### src/rtl/jc_seq_pkg.sv
// jc_seq_pkg: register offsets, CTRL/STATUS bit positions, FSM states and a byte-merge helper
package jc_seq_pkg;
    localparam logic [1:0] REG_CTRL     = 2'd0;
    localparam logic [1:0] REG_STEPS    = 2'd1;
    localparam logic [1:0] REG_PRESCALE = 2'd2;
    localparam logic [1:0] REG_STATUS   = 2'd3;
    localparam int CTRL_START  = 0;
    localparam int CTRL_STOP   = 1;
    localparam int CTRL_MODE   = 2;
    localparam int CTRL_DIR    = 3;
    localparam int CTRL_CLR    = 4;
    localparam int CTRL_IRQ_EN = 5;
    localparam int STATUS_BUSY = 8;
    localparam int STATUS_DONE = 9;
    typedef enum logic [1:0] {S_IDLE, S_RUN, S_DONE} state_t;
    function automatic logic [15:0] merge16(input logic [15:0] old, input logic [15:0] d, input logic [1:0] be);
        return {be[1] ? d[15:8] : old[15:8], be[0] ? d[7:0] : old[7:0]};
    endfunction
endpackage

### src/rtl/jc_step_core.sv
// jc_step_core: 8-bit Johnson counter datapath
// Ports: clk, rst (sync, active-high), en (take one step), dir (0 up, 1 down), clr (q to 0), q (state)
module jc_step_core (
    input  logic       clk,
    input  logic       rst,
    input  logic       en,
    input  logic       dir,
    input  logic       clr,
    output logic [7:0] q
);
    always_ff @(posedge clk) begin
        if (rst || clr) q <= '0;
        else if (en) q <= dir ? {~q[0], q[7:1]} : {q[6:0], ~q[7]};
    end
endmodule

### src/rtl/jc_seq_ctrl.sv
// jc_seq_ctrl: Wishbone-controlled Johnson counter sequencer (IDLE/RUN/DONE)
// Ports: wb_clk_i, wb_rst_i (sync, active-high); Wishbone slave wbs_*; q_o counter state;
// busy_o high in RUN; irq_o done interrupt (level), only live when JC_SEQ_CTRL_IRQ_EN is defined.
module jc_seq_ctrl
    import jc_seq_pkg::*;
#(
    parameter logic [31:0] BASE_ADDR = 32'h3000_0000,
    parameter int          QW        = 8
) (
    input  logic          wb_clk_i,
    input  logic          wb_rst_i,
    input  logic          wbs_stb_i,
    input  logic          wbs_cyc_i,
    input  logic          wbs_we_i,
    input  logic [3:0]    wbs_sel_i,
    input  logic [31:0]   wbs_dat_i,
    input  logic [31:0]   wbs_adr_i,
    output logic          wbs_ack_o,
    output logic [31:0]   wbs_dat_o,
    output logic [QW-1:0] q_o,
    output logic          busy_o,
    output logic          irq_o
);
    state_t state, state_d;
    logic [15:0] steps, prescale, remaining, pcnt, pwork;
    logic [31:0] rdata, ctrl_rd, stat_rd;
    logic [1:0] reg_sel;
    logic mode, dir, done, irq_en, req, wr, ctrl_wr, start_p, stop_p, clr_p, mode_n;
    logic done_clr, tick, step, launch, unused;
    assign reg_sel  = wbs_adr_i[3:2];
    assign req      = wbs_stb_i & wbs_cyc_i & (wbs_adr_i[31:4] == BASE_ADDR[31:4]) & ~wbs_ack_o;
    assign wr       = req & wbs_we_i;
    assign ctrl_wr  = wr && reg_sel == REG_CTRL && wbs_sel_i[0];
    assign start_p  = ctrl_wr & wbs_dat_i[CTRL_START];
    assign stop_p   = ctrl_wr & wbs_dat_i[CTRL_STOP];
    assign clr_p    = ctrl_wr & wbs_dat_i[CTRL_CLR];
    // MODE written together with START must govern that START
    assign mode_n   = ctrl_wr ? wbs_dat_i[CTRL_MODE] : mode;
    assign done_clr = wr && reg_sel == REG_STATUS && wbs_sel_i[1] && wbs_dat_i[STATUS_DONE];
    assign tick     = pcnt == pwork;
    assign step     = state == S_RUN && tick && !stop_p;
    assign launch   = state == S_IDLE && start_p && !stop_p;
    assign busy_o   = state == S_RUN;
    assign unused   = ^{wbs_adr_i[1:0], wbs_dat_i[31:16], wbs_sel_i[3:2]};
    jc_step_core u_core (
        .clk (wb_clk_i),
        .rst (wb_rst_i),
        .en  (step),
        .dir (dir),
        .clr (clr_p && state == S_IDLE),
        .q   (q_o)
    );
    always_comb begin
        state_d = state;
        case (state)
            S_IDLE:  if (launch) state_d = (mode_n && steps == 16'd0) ? S_DONE : S_RUN;
            S_RUN:   if (stop_p) state_d = S_IDLE;
                     else if (step && mode && remaining <= 16'd1) state_d = S_DONE;
            default: state_d = S_IDLE;
        endcase
    end
    always_comb begin
        ctrl_rd = '0;
        ctrl_rd[CTRL_MODE] = mode;
        ctrl_rd[CTRL_DIR] = dir;
        ctrl_rd[CTRL_IRQ_EN] = irq_en;
        stat_rd = {remaining, 16'd0};
        stat_rd[QW-1:0] = q_o;
        stat_rd[STATUS_BUSY] = busy_o;
        stat_rd[STATUS_DONE] = done;
        rdata = reg_sel == REG_CTRL ? ctrl_rd :
                reg_sel == REG_STEPS ? {16'd0, steps} :
                reg_sel == REG_PRESCALE ? {16'd0, prescale} : stat_rd;
    end
    always_ff @(posedge wb_clk_i) begin
        if (wb_rst_i) begin
            state     <= S_IDLE;
            wbs_ack_o <= 1'b0;
            wbs_dat_o <= '0;
            steps     <= '0;
            prescale  <= '0;
            remaining <= '0;
            pcnt      <= '0;
            pwork     <= '0;
            mode      <= 1'b0;
            dir       <= 1'b0;
            done      <= 1'b0;
        end else begin
            state     <= state_d;
            wbs_ack_o <= req;
            wbs_dat_o <= (req && !wbs_we_i) ? rdata : '0;
            if (ctrl_wr) begin
                mode <= wbs_dat_i[CTRL_MODE];
                dir  <= wbs_dat_i[CTRL_DIR];
            end
            if (wr && reg_sel == REG_STEPS) steps <= merge16(steps, wbs_dat_i[15:0], wbs_sel_i[1:0]);
            if (wr && reg_sel == REG_PRESCALE) prescale <= merge16(prescale, wbs_dat_i[15:0], wbs_sel_i[1:0]);
            // a set from leaving DONE wins over a software clear on the same edge
            done <= state == S_DONE || (done && !done_clr);
            if (launch) begin
                remaining <= steps;
                pwork     <= prescale;
                pcnt      <= '0;
            end else if (state == S_RUN) begin
                pcnt <= tick ? 16'd0 : pcnt + 16'd1;
                if (step && mode && remaining != 16'd0) remaining <= remaining - 16'd1;
            end
        end
    end
`ifdef JC_SEQ_CTRL_IRQ_EN
    always_ff @(posedge wb_clk_i) begin
        if (wb_rst_i) irq_en <= 1'b0;
        else if (ctrl_wr) irq_en <= wbs_dat_i[CTRL_IRQ_EN];
    end
    assign irq_o = done & irq_en;
`else
    assign irq_en = 1'b0;
    assign irq_o  = 1'b0;
`endif
endmodule

### config.mk
export PLATFORM = sky130hd
export DESIGN_NAME = jc_seq_ctrl
export DESIGN_NICKNAME = d
export VERILOG_FILES = /design/src/rtl/jc_seq_pkg.sv /design/src/rtl/jc_step_core.sv /design/src/rtl/jc_seq_ctrl.sv
export SDC_FILE = /design/constraint.sdc
export NUM_CORES = 1
export LEC_CHECK = 0
export CORE_UTILIZATION = 45
export DETAILED_ROUTE_END_ITERATION = 12
export HOLD_SLACK_MARGIN = 0.08
export PLACE_DENSITY = 0.76
export RECOVER_POWER = 25
export SLEW_MARGIN = 30
export SYNTH_ARGS = -nofsm -noshare
export SYNTH_HDL_FRONTEND = slang
export SYNTH_SLANG_ARGS = --single-unit
export TNS_END_PERCENT = 1
### constraint.sdc
create_clock -name wb_clk_i -period 2.7 [get_ports wb_clk_i]
set_clock_uncertainty 0.05 [all_clocks]
set_input_delay 0.405 -clock wb_clk_i [delete_from_list [all_inputs] [get_ports wb_clk_i]]
set_output_delay 0.405 -clock wb_clk_i [all_outputs]
set_load 0.005 [all_outputs]
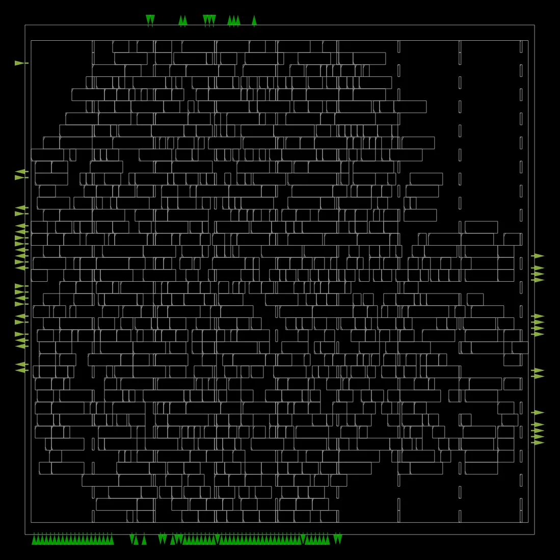
*Cell placement, run 1*
Seq area share: 33.00%
Core Util, Final: 62.60%
Fillers: 1015
tap cells: 168
fin cells: 932

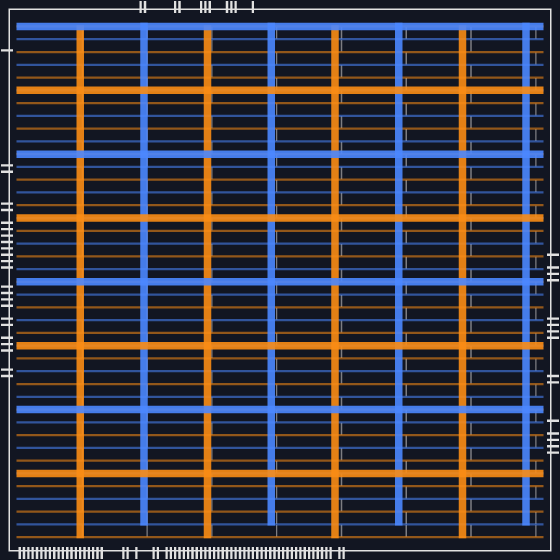
*Supply network, run 1*
Pins as bars on the die edge. Tap cells in gray.
Orange shows VSS. Blue shows VDD.
The core has 40 rows. 8 straps on met4.
Die X: 115.0 um
Worst IR Drop VDD: 369.6 uV

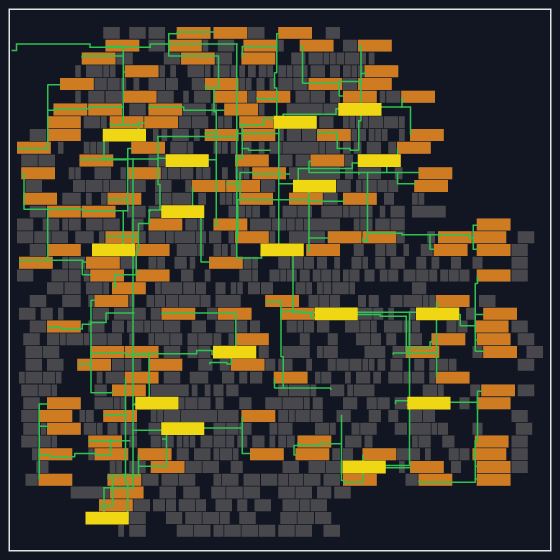
*Clock distribution, run 1*
Green shows clock wires, length 1550 um. Orange shows flip-flops, count 126. Yellow shows cells driving clock nets, count 17.
There are 18 routed clock nets.
clock network power: 2.16 mW
clock network power share: 51.5%

==> results.ini, run 1 <==
[clocking]
cts_hold_buffers=0
cts_buffers=17
clk_latency_ns=0.42
cts_max_level=4
cts_buffer_depth=2
clockRootBuffer=clkbuf_16
cts_tree=built
post-cts-setup-buffers=0

[job]
warnings=47
cap_violations=0

[layout]
flop_area_sq_um=2522
seq_cells=126
final-nonclk-buf-share_pct=16.48
logic_area_sq_um=3062
final_nets=828
n_all_buffers=136
areaGrowthSynthToFinish_pct=32.97
layout_top_cell=dfxtp_1
logic_gates=464
num-nonclk-inverters=7
largest_class=combinational gates
design_area_sq_um=7645
clock_buffers=19
drive_above_1_share_pct=14.40
sh_comb_area_pct=40.05
mostFrequentLayoutCells=dfxtp_1, nor2_1, nand2_1
final-clk-cell-share_pct=7.381

[sta]
setup_violations=0
fmax_mhz=392.8
hold_ws_ns=0.3517
period_needed_ns=2.546
report.final.slew_viol_count=0
worstMarginPinSlew_ns=0.7350
fin_crit_sh_pct=94.28
slew_headroom_pct=50.84
hold_viol=0
grt_setup_unrepaired=no

[synth]
fp_nets=710
yosys_warnings=0
synth.most_common_cell=dfxtp_1
ys_area_sq_um=5749
topCellsByArea=dfxtp_1, mux2i_1, nor2_1
yosysTopAreaCell=dfxtp_1
netlist_area_sq_um=5749
synth_area_per_cell_sq_um=9.068
synth_seq_share_pct=43.87
post-synth-top-area-fraction_pct=43.87
syn_inst=634
ys_async_sr_fraction_pct=0
edf_count=0
yosysCellCount=634
top_cells_by_count=dfxtp_1, nor2_1, nand2_1
flop_cell=dfxtp_1

[pwr]
cellPowerDensity_nw_per_um2=549.0
p_total_mw=4.197

[floorplan]
fp_util_pct=47.08
core_sq_um=12210
ios=116
die-area_sq_um=13230

[min_path]
min_path_type=in2reg
hp-start=wb_rst_i

[placed_design]
gp_congestion=0.8921
io_buffers=94
place_inst=901
placed_area_sq_um=7079

[drt]
dr.max_layer_used=met4
first_pass_iters=5
num_vias=5190
initialDrtViolationCount=365
drc=0
vias_per_cell=5.569
totalWireLength_um=15810
wl_met3_um=1069
routedWlPerCell_um=16.97

[global_route]
grt-ovfl-total=0
grt_pass1_vias=5128
grt_busiest_layer=met2
grtUsageMet3_pct=6.220
use_met1_pct=30.88
track_usage_pct=25.06
grt_max_degree=31
grt_pass1_wl_um=25460

[run_status]
status=completed

[worst_setup_path]
worstSetupStartpointType=flip-flop
r2r-start=pcnt[0]
critPathRequiredTime_ns=2.25
cp-startpoint=state[0]
critPathKind=reg2out
cp_max_fo=12
end_kind=output port
cp.arrival_ns=2.09

run 1: critical path, stage by stage (launching register included):
cell,delay [ns]
dfxtp_1,0.45
nand2b_1,0.32
inv_1,0.16
buf_4,0.21
clkdlybuf4s50_1,0.53
run 1: path summary, 6_finish.rpt:
path / to / slack [ns] / cells after the start
setup reg to reg: remaining[12] / 0.25 / 6
hold / removal: remaining[13] / 0.35 / 2
hold reg to reg: pwork[15] / 0.42 / 2
setup / recovery: busy_o / 0.15 / 4
run 1: sequential cells by signal, indices dropped and copies added (netlist names):
signal	cells
wbs_dat_o	32
pcnt	16
prescale	16
pwork	16
remaining	16
steps	16
u_core.q	8
state	2
dir	1
done	1
mode	1
wbs_ack_o	1
run 1: cells by family (layout without fill, tap and decap cells):
family | after synthesis | count (layout) | share of synthesized area [%]
adders and majority gates | 3 | 3 | 0.6530
muxes | 53 | 53 | 9.880
AOI/OAI and AO/OA | 72 | 72 | 8.662
and+or+nand+nor | 304 | 304 | 28.97
buffers and inverters | 44 | 174 | 3.177
DFF | 126 | 126 | 43.87
xor gates and xnor gates | 31 | 31 | 4.723
other | 1 | 1 | 0.06523
run 1: timing repair:
item / 4_1_cts / 5_1_grt
gates resized: 0 / 1
endpoints found under the hold margin: 0 / 0
endpoints found under the setup margin: 0 / 4
run 1: stage by stage:
step / setup TNS [ns] / setup slack, ns
after detailed placement: -2.201 / -0.1505
after CTS: 0 / 0.1433
after floorplan: 0 / 0.4097
after global routing: 0 / 0.06894
final: 0 / 0.1545
after global placement: -0.2401 / -0.06114
run 1: where the power goes:
part,total [mW],switching [mW],internal [mW]
clock,2.16,0.853,1.31
sequential,1.86,0.000000000110,1.86
combinational,0.174,0.0780,0.0959
### M2 wires, run 1

Bar = 20 um.
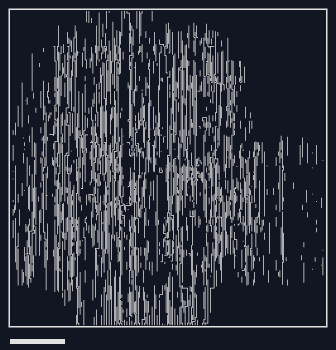

==> run 2, diff against run 1 <==
--- a/config.mk
+++ b/config.mk
@@ -7,2 +7,3 @@
 export LEC_CHECK = 0
+export CORE_MARGIN = 5
 export CORE_UTILIZATION = 45
@@ -15,2 +16,3 @@
 export SYNTH_HDL_FRONTEND = slang
+export SYNTH_HIERARCHICAL = 1
 export SYNTH_SLANG_ARGS = --single-unit
==> constraint.sdc (replaced) <==
create_clock -name wb_clk_i -period 2.7 [get_ports wb_clk_i]
set_clock_uncertainty 0.05 [all_clocks]
set_input_delay 0.81 -clock wb_clk_i [delete_from_list [all_inputs] [get_ports wb_clk_i]]
set_output_delay 0.81 -clock wb_clk_i [all_outputs]
set_load 0.005 [all_outputs]
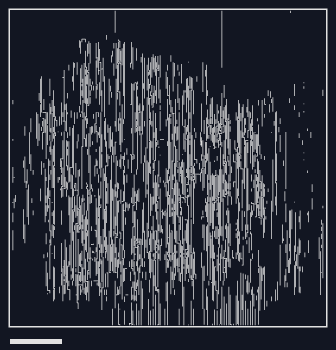
*M2 wires, run 2*
Bar = 20 um.
The layer holds 48% of the routed length. 695 nets have wire on it.
total vias in the final route: 5331
Detailed Route WL: 16610 um

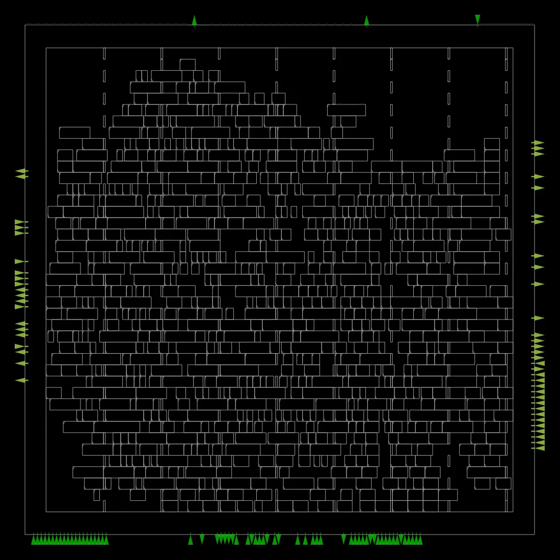
*Cell placement, run 2*
tap cells: 172
Rows: 41
fin cells: 948
FFs & Latches: 126
Core Util, Final: 61.80%

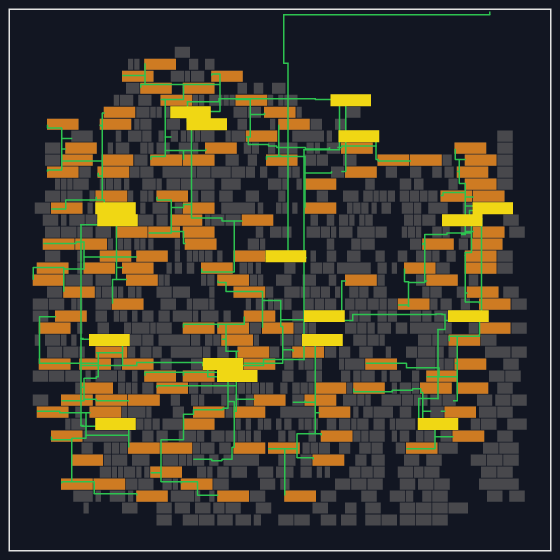
*Clock distribution, run 2*
Yellow shows cells driving clock nets, count 17. Green shows clock wires, length 1540 um. Orange shows flip-flops, count 126.
There are 18 routed clock nets.
clk ins delay skew pair: 0.42 ns
clock network power: 2.20 mW
clock network power share: 51.8%

==> run 2 against run 1 <==
Sequential share of layout area shrank 0.38 points. Largest cell class unchanged. Sequential cell count is the same. Power up 0.98%. Worst hold slack better by 0.066 ns.
==> results.ini, run 2 <==
[run_status]
status=completed

[min_path]
whs_endpoint=pwork[12]
hp-start=pwork[12]
whs_path_depth=2
min_path_type=reg2reg

[global_route]
grt_pass1_wl_um=26810
grt-ovfl-total=0
track_usage_pct=22.80
use_met1_pct=28.32
grt_busiest_layer=met2
grt_pass1_vias=5427
antenna_found_initial=0
met2_usage_pct=36.86
grtUsageMet3_pct=6.129
grt_max_degree=38

[sta]
report.final.slew_viol_count=0
hold_viol=0
fmax_mhz=380.8
setup_tns_ns=0
setup_ws_ns=0.07369
setup_violations=0
fin_crit_sh_pct=97.27
hold_ws_ns=0.4174
period_needed_ns=2.626

[pwr]
ir_drop_uv=382.8
p_total_mw=4.238
cellPowerDensity_nw_per_um2=547.9
leakage_nw=3.103

[clocking]
cts_max_level=4
cts_buffer_depth=2
cts_tree=built
path_clk_slew_ns=0.06
cts_buffers=17
post-cts-setup-buffers=0
cts_sinks=126
clockRootBuffer=clkbuf_16

[synth]
post-synth-top-area-fraction_pct=44.32
top_cells_by_count=dfxtp_1, nand2_1, nor2_1
yosysTopAreaCell=dfxtp_1
topCellsByArea=dfxtp_1, nand2_1, nor2_1
yosysCellCount=630
yosys_warnings=6
synth.ff_latch_count=126
ys_async_sr_fraction_pct=0
synth_seq_share_pct=44.32
netlist_area_sq_um=5692
syn_inst=630
synth.distinct_cells=66
edf_count=0
synth.most_common_cell=dfxtp_1
flop_cell=dfxtp_1
synth_area_per_cell_sq_um=9.034
fp_nets=706
ys_area_sq_um=5692

[worst_setup_path]
worstSetupStartpointType=input pin
critPathRequiredTime_ns=2.99
cp-startpoint=wbs_adr_i[28]
cp.arrival_ns=2.91
end_kind=flip-flop
critPathKind=in2reg
ff2ff_path_depth=9
r2r_slack_ns=0.24
worstReg2RegEnd=remaining[2]
r2r-start=remaining[0]
cp_max_fo=4

[drt]
ant_nets=0
first_pass_iters=6
wl_met3_um=1295
routedWlPerCell_um=17.52
dr.max_layer_used=met4
dr_wl_met2_um=7912
drc=0
initialDrtViolationCount=444
vias_per_cell=5.623
drt-met1-wl_um=6943

[floorplan]
die_w_um=122.5
core_sq_um=12520
die-area_sq_um=15000
fp_util_pct=45.47
die-height_um=122.5
ios=116

[layout]
areaGrowthSynthToFinish_pct=35.90
final_nets=839
drive_above_1_share_pct=17.40
top_register=wbs_dat_o
largest_register_ffs=32
layout_top_cell=dfxtp_1
design_area_sq_um=7735
num_antenna_cells=0
mostFrequentLayoutCells=dfxtp_1, nand2_1, nor2_1
fillers=1078

[placed_design]
dp_hpwl_um=12230
placed_area_sq_um=7106
io_buffers=94
place_inst=916
gp_congestion=0.9615
place_ws_ns=-0.3849

[job]
cap_violations=0
warnings=47

==> run 2: final cells by class <==
cell class | count | area, sq um | area share (%)
Clock buffer | 20 | 466.7 | 6.034
Multi-Input combinational cell | 462 | 3007 | 38.87
Tap cell | 172 | 215.2 | 2.782
Timing Repair Buffer | 149 | 1386 | 17.92
Sequential cell | 126 | 2522 | 32.61
Inverter | 7 | 26.28 | 0.3397
Clock inverter | 12 | 111.4 | 1.440
==> run 2: worst max path at each step <==
stage / depth (start not counted) / to / slack, ns
4_1_cts: 9 / pcnt[10] / 0.03
2_1_floorplan: 8 / u_core/q[2] / 0.16
3_5_place_dp: 9 / pcnt[10] / -0.38
3_3_place_gp: 8 / pwork[11] / -0.31
6_report: 7 / state[1] / 0.07
5_1_grt: 8 / remaining[0] / -0.04
==> run 2: repair_timing <==
item,CTS,global route
hold buffers,0,0
setup endpoints to repair,0,62
resized,0,8
==> run 2: power by group <==
group	leakage [nW]	internal [mW]	switching, mW
registers	1.01	1.86	0.000000000113
clock network	0.279	1.34	0.854
logic	1.81	0.0995	0.0834
total	3.10	3.30	0.937
==> run 2: critical path, cell delays in order <==
cell and delay (ns):
clkdlybuf4s50_1 0.47, nor4bb_2 0.35, and4_4 0.31, nand3_2 0.07, or2_2 0.33, or3_1 0.38
a21oi_1 0.20
==> run 2: cells by family (layout without fill, tap and decap cells) <==
family          after synthesis  in the layout  share of synthesized area [%]
compound gates               99             99                          11.52
simple gates                294            294                          28.20
buf+inv                      42            188                          3.869
mux                          34             34                          6.595
xor+xnor                     31             31                          4.770
other cells                   1              1                        0.06589
flops                       126            126                          44.32
fa+ha+maj                     3              3                         0.6596
### Supply network, run 2

Pins as bars on the die edge. Tap cells in gray.
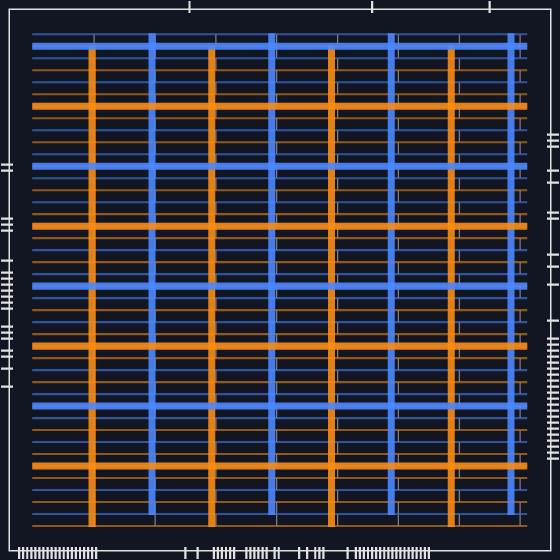

==> run 3, diff against run 2 <==
PLACE_DENSITY = 0.71   (was 0.76)
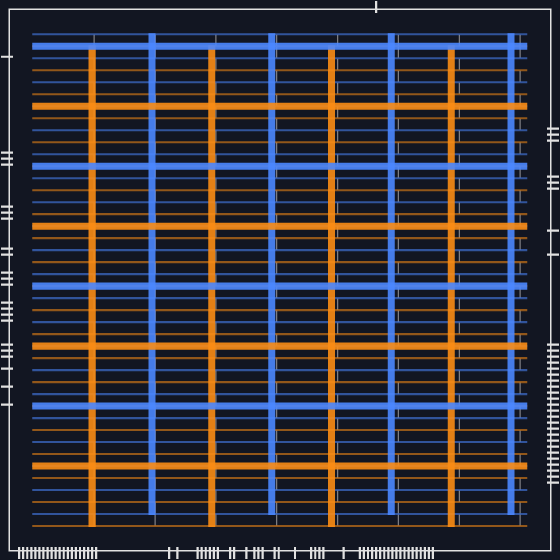
*Supply network, run 3*
Pins as bars on the die edge. Tap cells in gray.
Orange shows VSS. Blue shows VDD.
116 signal pins sit on the boundary. 42 met1 rails follow the rows. 8 straps on met5. The core has 41 rows. 172 tap cells.
Die X: 122.5 um
chip height: 122.5 um

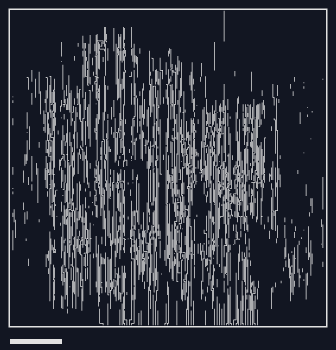
*M2 wires, run 3*
Bar = 20 um.
The layer holds 48% of the routed length. The longest straight run is 37.4 um. 694 nets have wire on it.
total vias in the final route: 5279
Detailed Route WL: 16150 um
met2 Usage GRT: 37.34%

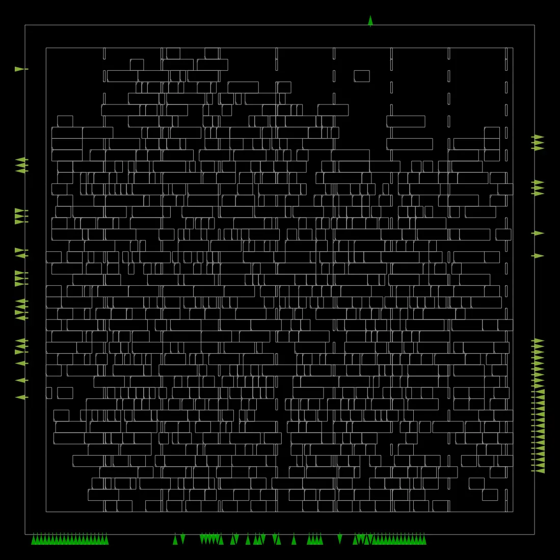
*Cell placement, run 3*
Seq area share: 32.66%
Core ar.: 12520 sq um
fin cells: 943

==> run 3 against run 2 <==
Largest power group unchanged. Wire length decreased by 2.7%. Register-to-register slack improved by 0.05 ns. Critical endpoint is now remaining[9]. Sequential power about the same. Sequential cell count unchanged. Sequential share of layout area about the same. Power increased by 1.8%. Critical path type unchanged.
==> results.ini, run 3 <==
[run_status]
status=completed

[clocking]
cts_max_level=4
cts_buffer_depth=2
cts_resized=0
clk_latency_ns=0.42
path_clk_slew_ns=0.05
clockRootBuffer=clkbuf_16
cts_tree=built
post-cts-setup-buffers=0

[layout]
final_util_pct=61.71
final_nets=837
mostFrequentLayoutCells=dfxtp_1, nand2_1, nor2_1
largest_register_ffs=32
design_area_sq_um=7724
areaGrowthSynthToFinish_pct=35.70
num_antenna_cells=0
layout_top_cell=dfxtp_1
drive_above_1_share_pct=16.34

[placed_design]
gp_congestion=0.9730
io_buffers=94
placed_area_sq_um=7116
place_inst=914
place_ws_ns=-0.3663

[worst_setup_path]
critPathSlowestCell=clkdlybuf4s50_1
cp_top_family=simple AND/OR/NAND/NOR gates
critPathKind=in2reg
crit_path_cell_trace=clkdlybuf4s50_1 > nor4bb_1 > nand4_1 > nor4_2 > buf_4 > nand2b_1 > a21oi_1 > o31a_1
critPathRequiredTime_ns=2.96
cp.arrival_ns=2.87
end_kind=flip-flop
cp_num_buf_inv=2
worstSetupStartpointType=input pin
cp_max_fo=7

[synth]
yosysTopAreaCell=dfxtp_1
flop_cell=dfxtp_1
synth.ff_latch_count=126
synth.most_common_cell=dfxtp_1
yosys_warnings=6
fp_nets=706
synth_area_per_cell_sq_um=9.034
post-synth-top-area-fraction_pct=44.32
ys_async_sr_fraction_pct=0
syn_inst=630
ys_area_sq_um=5692
netlist_area_sq_um=5692
yosysCellCount=630

[global_route]
antenna_found_initial=0
grt_pass1_wl_um=26150
grt-ovfl-total=0
grt_pass1_vias=5191
track_usage_pct=22.29
grt_max_degree=28

[drt]
vias_per_cell=5.598
ant_nets=0
first_pass_iters=5
routedWlPerCell_um=17.13

[sta]
hold_ws_ns=0.4160
setup_violations=0
hold_viol=0
period_needed_ns=2.611
setup_ws_ns=0.08866
grt_setup_unrepaired=yes
fmax_mhz=382.9
fin_crit_sh_pct=96.72
slew_headroom_pct=65.20
worstMarginPinSlew_ns=0.5213
report.final.slew_viol_count=0
setup_tns_ns=0

[job]
cap_violations=0
warnings=48

[min_path]
min_path_type=reg2reg

[pwr]
leakage_nw=3.143
cellPowerDensity_nw_per_um2=558.4
p_total_mw=4.313

[floorplan]
rows=41

[run 3: cell types whose count changed in the layout (fill, tap and decap cells not counted), moves of 3 or more]
cell             delta
clkbuf_8            +3
buf_4               -4
dlygate4sd3_1       +7
clkinv_4            -3
clkdlybuf4s50_1     -7
[run 3: logic make-up (layout without fill, tap and decap cells)]
group                      after synthesis  in the layout  share of synthesized area, %
adders and majority gates                3              3                        0.6596
DFF                                    126            126                         44.32
buffers and inverters                   42            183                         3.869
muxes                                   34             34                         6.595
and+or+nand+nor                        294            294                         28.20
AOI/OAI and AO/OA                       99             99                         11.52
xor gates and xnor gates                31             31                         4.770
other                                    1              1                       0.06589
[run 3: metal layers]
layer	track usage (%)	part of all wire, %	vias up
li1	-	-	2518
met1	27.63	43	2526
met2	37.34	48	201
met3	5.161	7.3	34
met4	9.167	2.0	0
met5	0	0	-
[run 3: where the power goes]
group | switching (mW) | internal, mW
Clock | 0.794 | 1.48
Sequential | 0.0000000000980 | 1.86
Combinational | 0.0788 | 0.0962
Total | 0.872 | 3.44
[run 3: layout make-up]
type                            instances  area (sq um)
Fill cell                            1082          4793
Clock buffer                           23         508.0
Sequential cell                       126          2522
Tap cell                              172         215.2
Multi-Input combinational cell        462          2973
Inverter                                7         26.28
Clock inverter                          6         82.58
Timing Repair Buffer                  147          1396
[run 3: worst register-to-register path: cells and delay by family (launching register included)]
kind            cells  cell delay, ns
flops               1            0.41
compound gates      2            0.46
simple gates        4            0.92
buf+inv             2            0.28
fa+ha+maj           1            0.23
[run 3: path summary, 6_finish.rpt]
path | from | to | slack [ns] | cells after the start
max | wbs_adr_i[28] | remaining[9] | 0.09 | 8
min | pwork[10] | pwork[10] | 0.42 | 2
max reg2reg | remaining[0] | remaining[8] | 0.29 | 9
min reg2reg | pwork[10] | pwork[10] | 0.42 | 2

==> layout pictures side by side <==
Placement by cell class.
Bar = 20 um. Fill, decap, tap and diode cells in gray.
picture 1
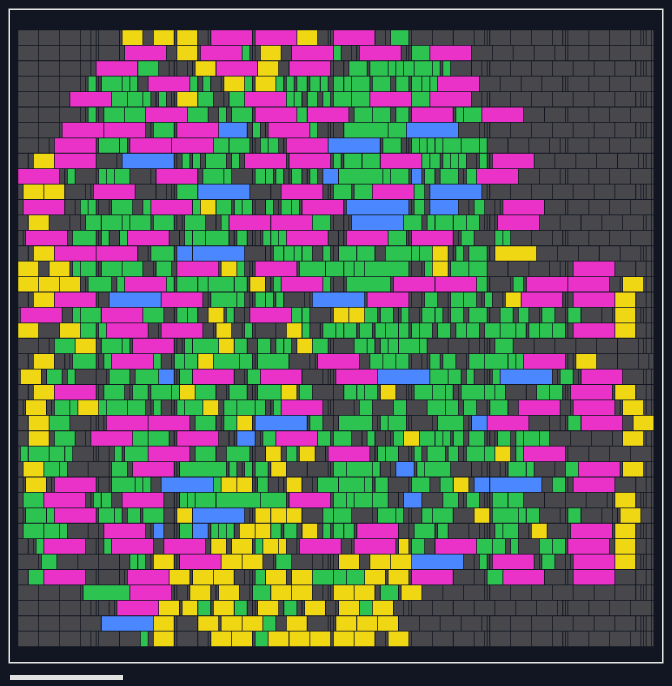
picture 2
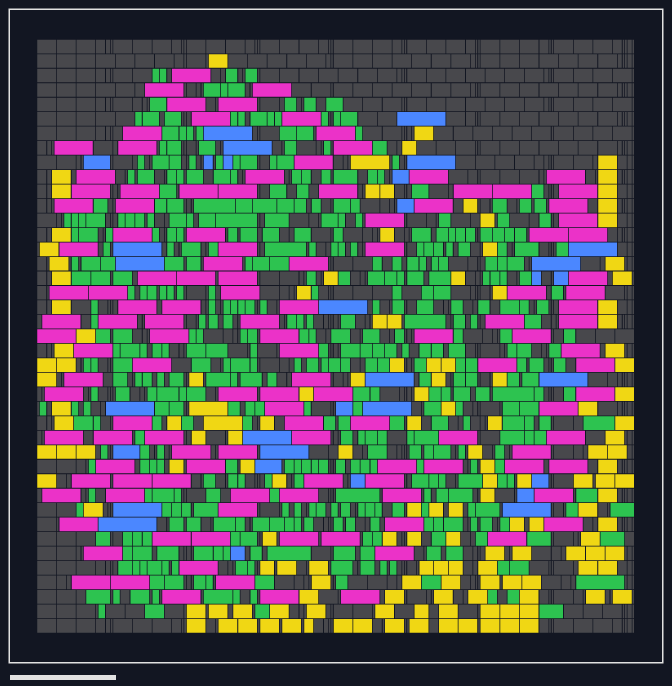
Picture 1 is run 1.
Picture 2 is run 2.

Key to picture 1:
Magenta shows flip-flops, cells 126, share of their area 34%. Green shows all other logic, cells 471, share of their area 42%. Blue shows clock drivers and dummy loads, cells 31, share of their area 7.6%. Yellow shows other buffers and delay cells, cells 136, share of their area 17%.

Power and IR drop assume default switching activity.
